==> config.mk <==
export PLATFORM = sky130hd
export DESIGN_NAME = microop_sequencer
export DESIGN_NICKNAME = d
export VERILOG_FILES = /design/src/rtl/microop_sequencer_pkg.sv /design/src/rtl/microop_sequencer_decoder.sv /design/src/rtl/microop_sequencer.sv
export SDC_FILE = /design/constraint.sdc
export NUM_CORES = 1
export LEC_CHECK = 0
export CAP_MARGIN = 20
export CORE_ASPECT_RATIO = 0.7
export CORE_MARGIN = 1
export CORE_UTILIZATION = 54
export DETAILED_ROUTE_END_ITERATION = 8
export GPL_TIMING_DRIVEN = 0
export PLACE_DENSITY = 0.88
export SYNTH_ARGS = -nofsm -noshare
export SYNTH_HDL_FRONTEND = slang
export SYNTH_SLANG_ARGS = --single-unit
==> constraint.sdc <==
create_clock -name clk -period 5.22 [get_ports clk]
set_input_delay 1.305 -clock clk [delete_from_list [all_inputs] [get_ports clk]]
set_output_delay 1.305 -clock clk [all_outputs]
set_load 0.005 [all_outputs]
Fig. 1: run 1, met1 routing
Cells faint in the background.
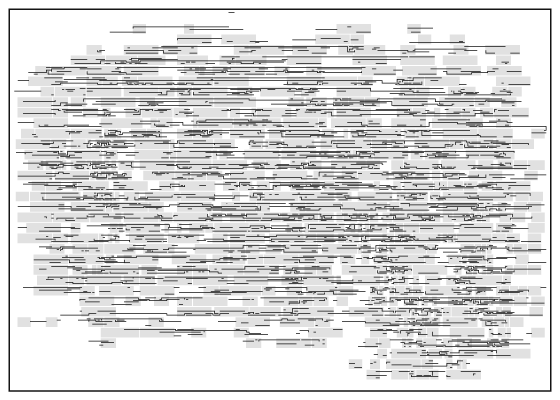
- main direction: horizontal
- nets with wire on the layer: 601
- longest straight run: 73.4 um
- share of all routed wire: 42%
routed vias: 5032
met1 usage in global routing: 0.377
total length of routed wires: 18600 um

Fig. 2: run 1, M2 wires
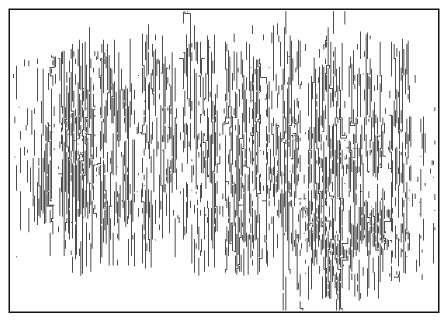
- wire length on this layer: 8780 um
- share of all routed wire: 47%
- main direction: vertical
- longest straight run: 49.6 um
met2 Track Usage GR: 0.448

Fig. 3: run 1, met4 routing
Cells faint in the background.
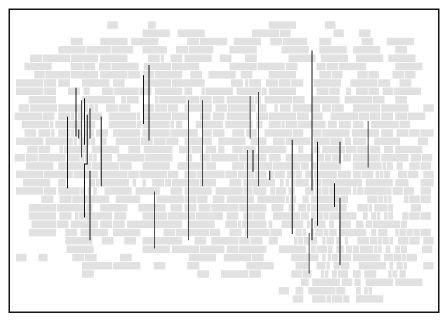
- longest straight run: 45.6 um
- wire length on this layer: 552 um

==> results.txt, run 1 <==
flow finished, numbers: status=completed, placed cells=748, overall routing resource usage=0.285, Met1 Wirelength=around 7700 um, Final Net Count=642, DP Worst Slack=-0.416 ns, routed wire length on met3=between 1500 and 2000 um, Top cells by area=dfrtp_1 50%, mux2_2 20%, mux4_2 6.2%, mux2i_1 3.5%, nand2b_1 1.3%, net count after synthesis=572, Register-to-Register Setup Slack=a little under 2 ns, power share of the clock group=0.213, setup TNS after final layout=0 ns, most numerous cell in the Yosys netlist=dfrtp_1, core utilization at floorplan=0.567, Taps Inserted=162, chip area in the Yosys report=7220 um2, Most Crowded Layer GR=met2, Max-cap violations=0, share of flip-flops with an asynchronous set or reset=1.00, maximum VDD drop=350 uV, multi-input gate share of the layout cell area=0.403, FILL cells=822, number of cells on the worst hold path=1, CORE AREA=between 10000 and 15000 um2
--- run 2 (diff from run 1) ---
--- a/config.mk
+++ b/config.mk
@@ -8,10 +8,11 @@
 export CAP_MARGIN = 20
 export CORE_ASPECT_RATIO = 0.7
 export CORE_MARGIN = 1
-export CORE_UTILIZATION = 54
+export CORE_UTILIZATION = 38
 export DETAILED_ROUTE_END_ITERATION = 8
 export GPL_TIMING_DRIVEN = 0
-export PLACE_DENSITY = 0.88
+export PLACE_DENSITY = 0.69
 export SYNTH_ARGS = -nofsm -noshare
 export SYNTH_HDL_FRONTEND = slang
+export SYNTH_HIERARCHICAL = 1
 export SYNTH_SLANG_ARGS = --single-unit
Fig. 4: run 2, met4 routing
Cells faint in the background.
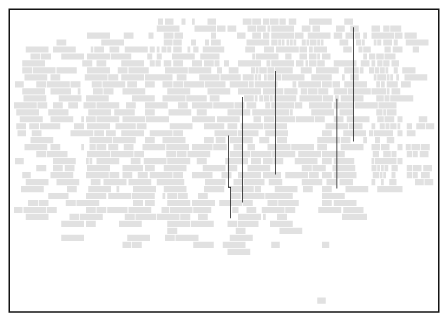
- main direction: vertical
- nets with wire on the layer: 4
- wire length on this layer: 193 um
- longest straight run: 44.2 um
total length of routed wires: 17300 um
routed vias: 4651

Fig. 5: run 2, local utilization
Bar = 50 um. 17 x 12 tiles, from dark blue (low) to red (high), 0 to 100% covered.
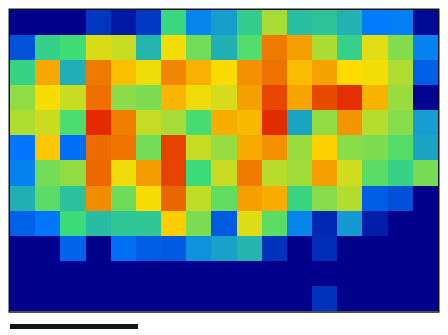
- nearly empty tiles: 24%
- emptiest ninth of the die: lower right
- fullest tile: 95%
- mean over tiles: 44%
- tiles over 75% full: 21%
- densest ninth of the die: centre
CORE AREA: 18300 um2
Finished Core Util: 0.482
core utilization at floorplan: 0.395

==> results.txt, run 2 <==
flow finished, numbers: clock sink total=143 (unchanged), Max-cap violations=0 (unchanged), FILL cells=1557 (was 822), count of non-filler cells in the finished layout=819 (was 786), total cells reported by yosys after synthesis=496 (was 542), area share of and/or/nand/nor cells after synthesis=0.0974 (was 0.0849), switching portion of total power=0.330 (was 0.362), most numerous logic cell after layout=dfrtp_1 (unchanged), total overflow reported by the global router=0 (unchanged), number of enable-type register cells in the synthesized netlist=0 (unchanged), most numerous cell in the Yosys netlist=dfrtp_1 (unchanged), multi-input gate share of the layout cell area=0.396 (was 0.403), Met1 Wirelength=8330 um (was 7720 um), worst-case reg-to-reg path depth=11 (unchanged), status=completed (unchanged), number of cells on the worst hold path=2 (was 1), Taps Inserted=236 (was 162), buffers and inverters on the worst path=3 (was 4), post-synthesis cell type with the largest combined area=dfrtp_1 (unchanged), RePlAce Congestion=0.809 (was 0.964), largest fanout of any net on the critical path=10 (unchanged), count of cells resized by post-cts repair=10 (was 17), first-pass GRT wire length=28000 um (was 29300 um), highest-delay cell along the critical path=mux4_2 (was clkdlybuf4s50_1), net count after synthesis=526 (was 572), final routed wire length divided by cell count=21.2 um (was 23.7 um), power share of the clock group=0.241 (was 0.213), Top cells by area=dfrtp_1 49%, mux2_2 19%, mux4_2 12%, mux2_4 1.7%, nand2_1 1.1% (was dfrtp_1 50%, mux2_2 20%, mux4_2 6.2%, mux2i_1 3.5%, nand2b_1 1.3%), Most Crowded Layer GR=met1 (was met2), setup TNS after final layout=0 ns (unchanged), Final Net Count=600 (was 642), register bit total from synthesis=143 (unchanged), Logic family by area=multiplexers (unchanged), placed cells=774 (was 748), CTS tree=yes (unchanged), sequential cell area share=0.405 (was 0.414), met2 Track Usage GR=0.275 (was 0.448), DP Worst Slack=0.0484 ns (was -0.416 ns), Register-to-Register Setup Slack=1.42 ns (was 1.93 ns), Die Span X=167 um (was 140 um), drc violations=0 (unchanged), number of pins with negative max-slew slack in the final report=0 (unchanged), share of flip-flops with an asynchronous set or reset=1.00 (unchanged), sequential cell area=3580 um2 (about the same), Area growth, synth to finish=22.2% (was 19.8%), routed wire length on met3=914 um (was 1550 um), maximum VDD drop=239 uV (was 350 uV), overall routing resource usage=0.189 (was 0.285), Port Buf Inserts=41 (unchanged), chip area in the Yosys report=7230 um2 (was 7220 um2)
Fig. 6: run 2, met1 routing
Cells faint in the background.
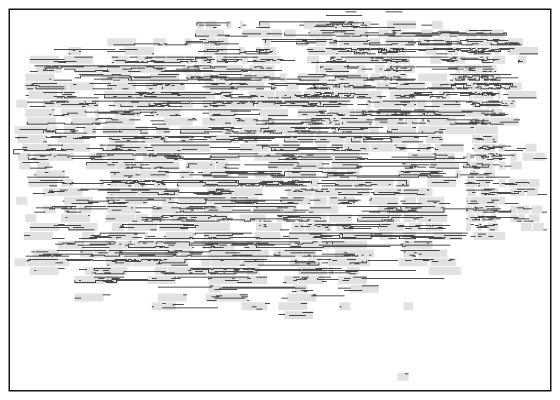
- share of all routed wire: 48%
- nets with wire on the layer: 565
- main direction: horizontal
- wire length on this layer: 8330 um
met1 usage in global routing: 0.283

Power figures rest on the tool's default switching activity, not on a simulated workload.
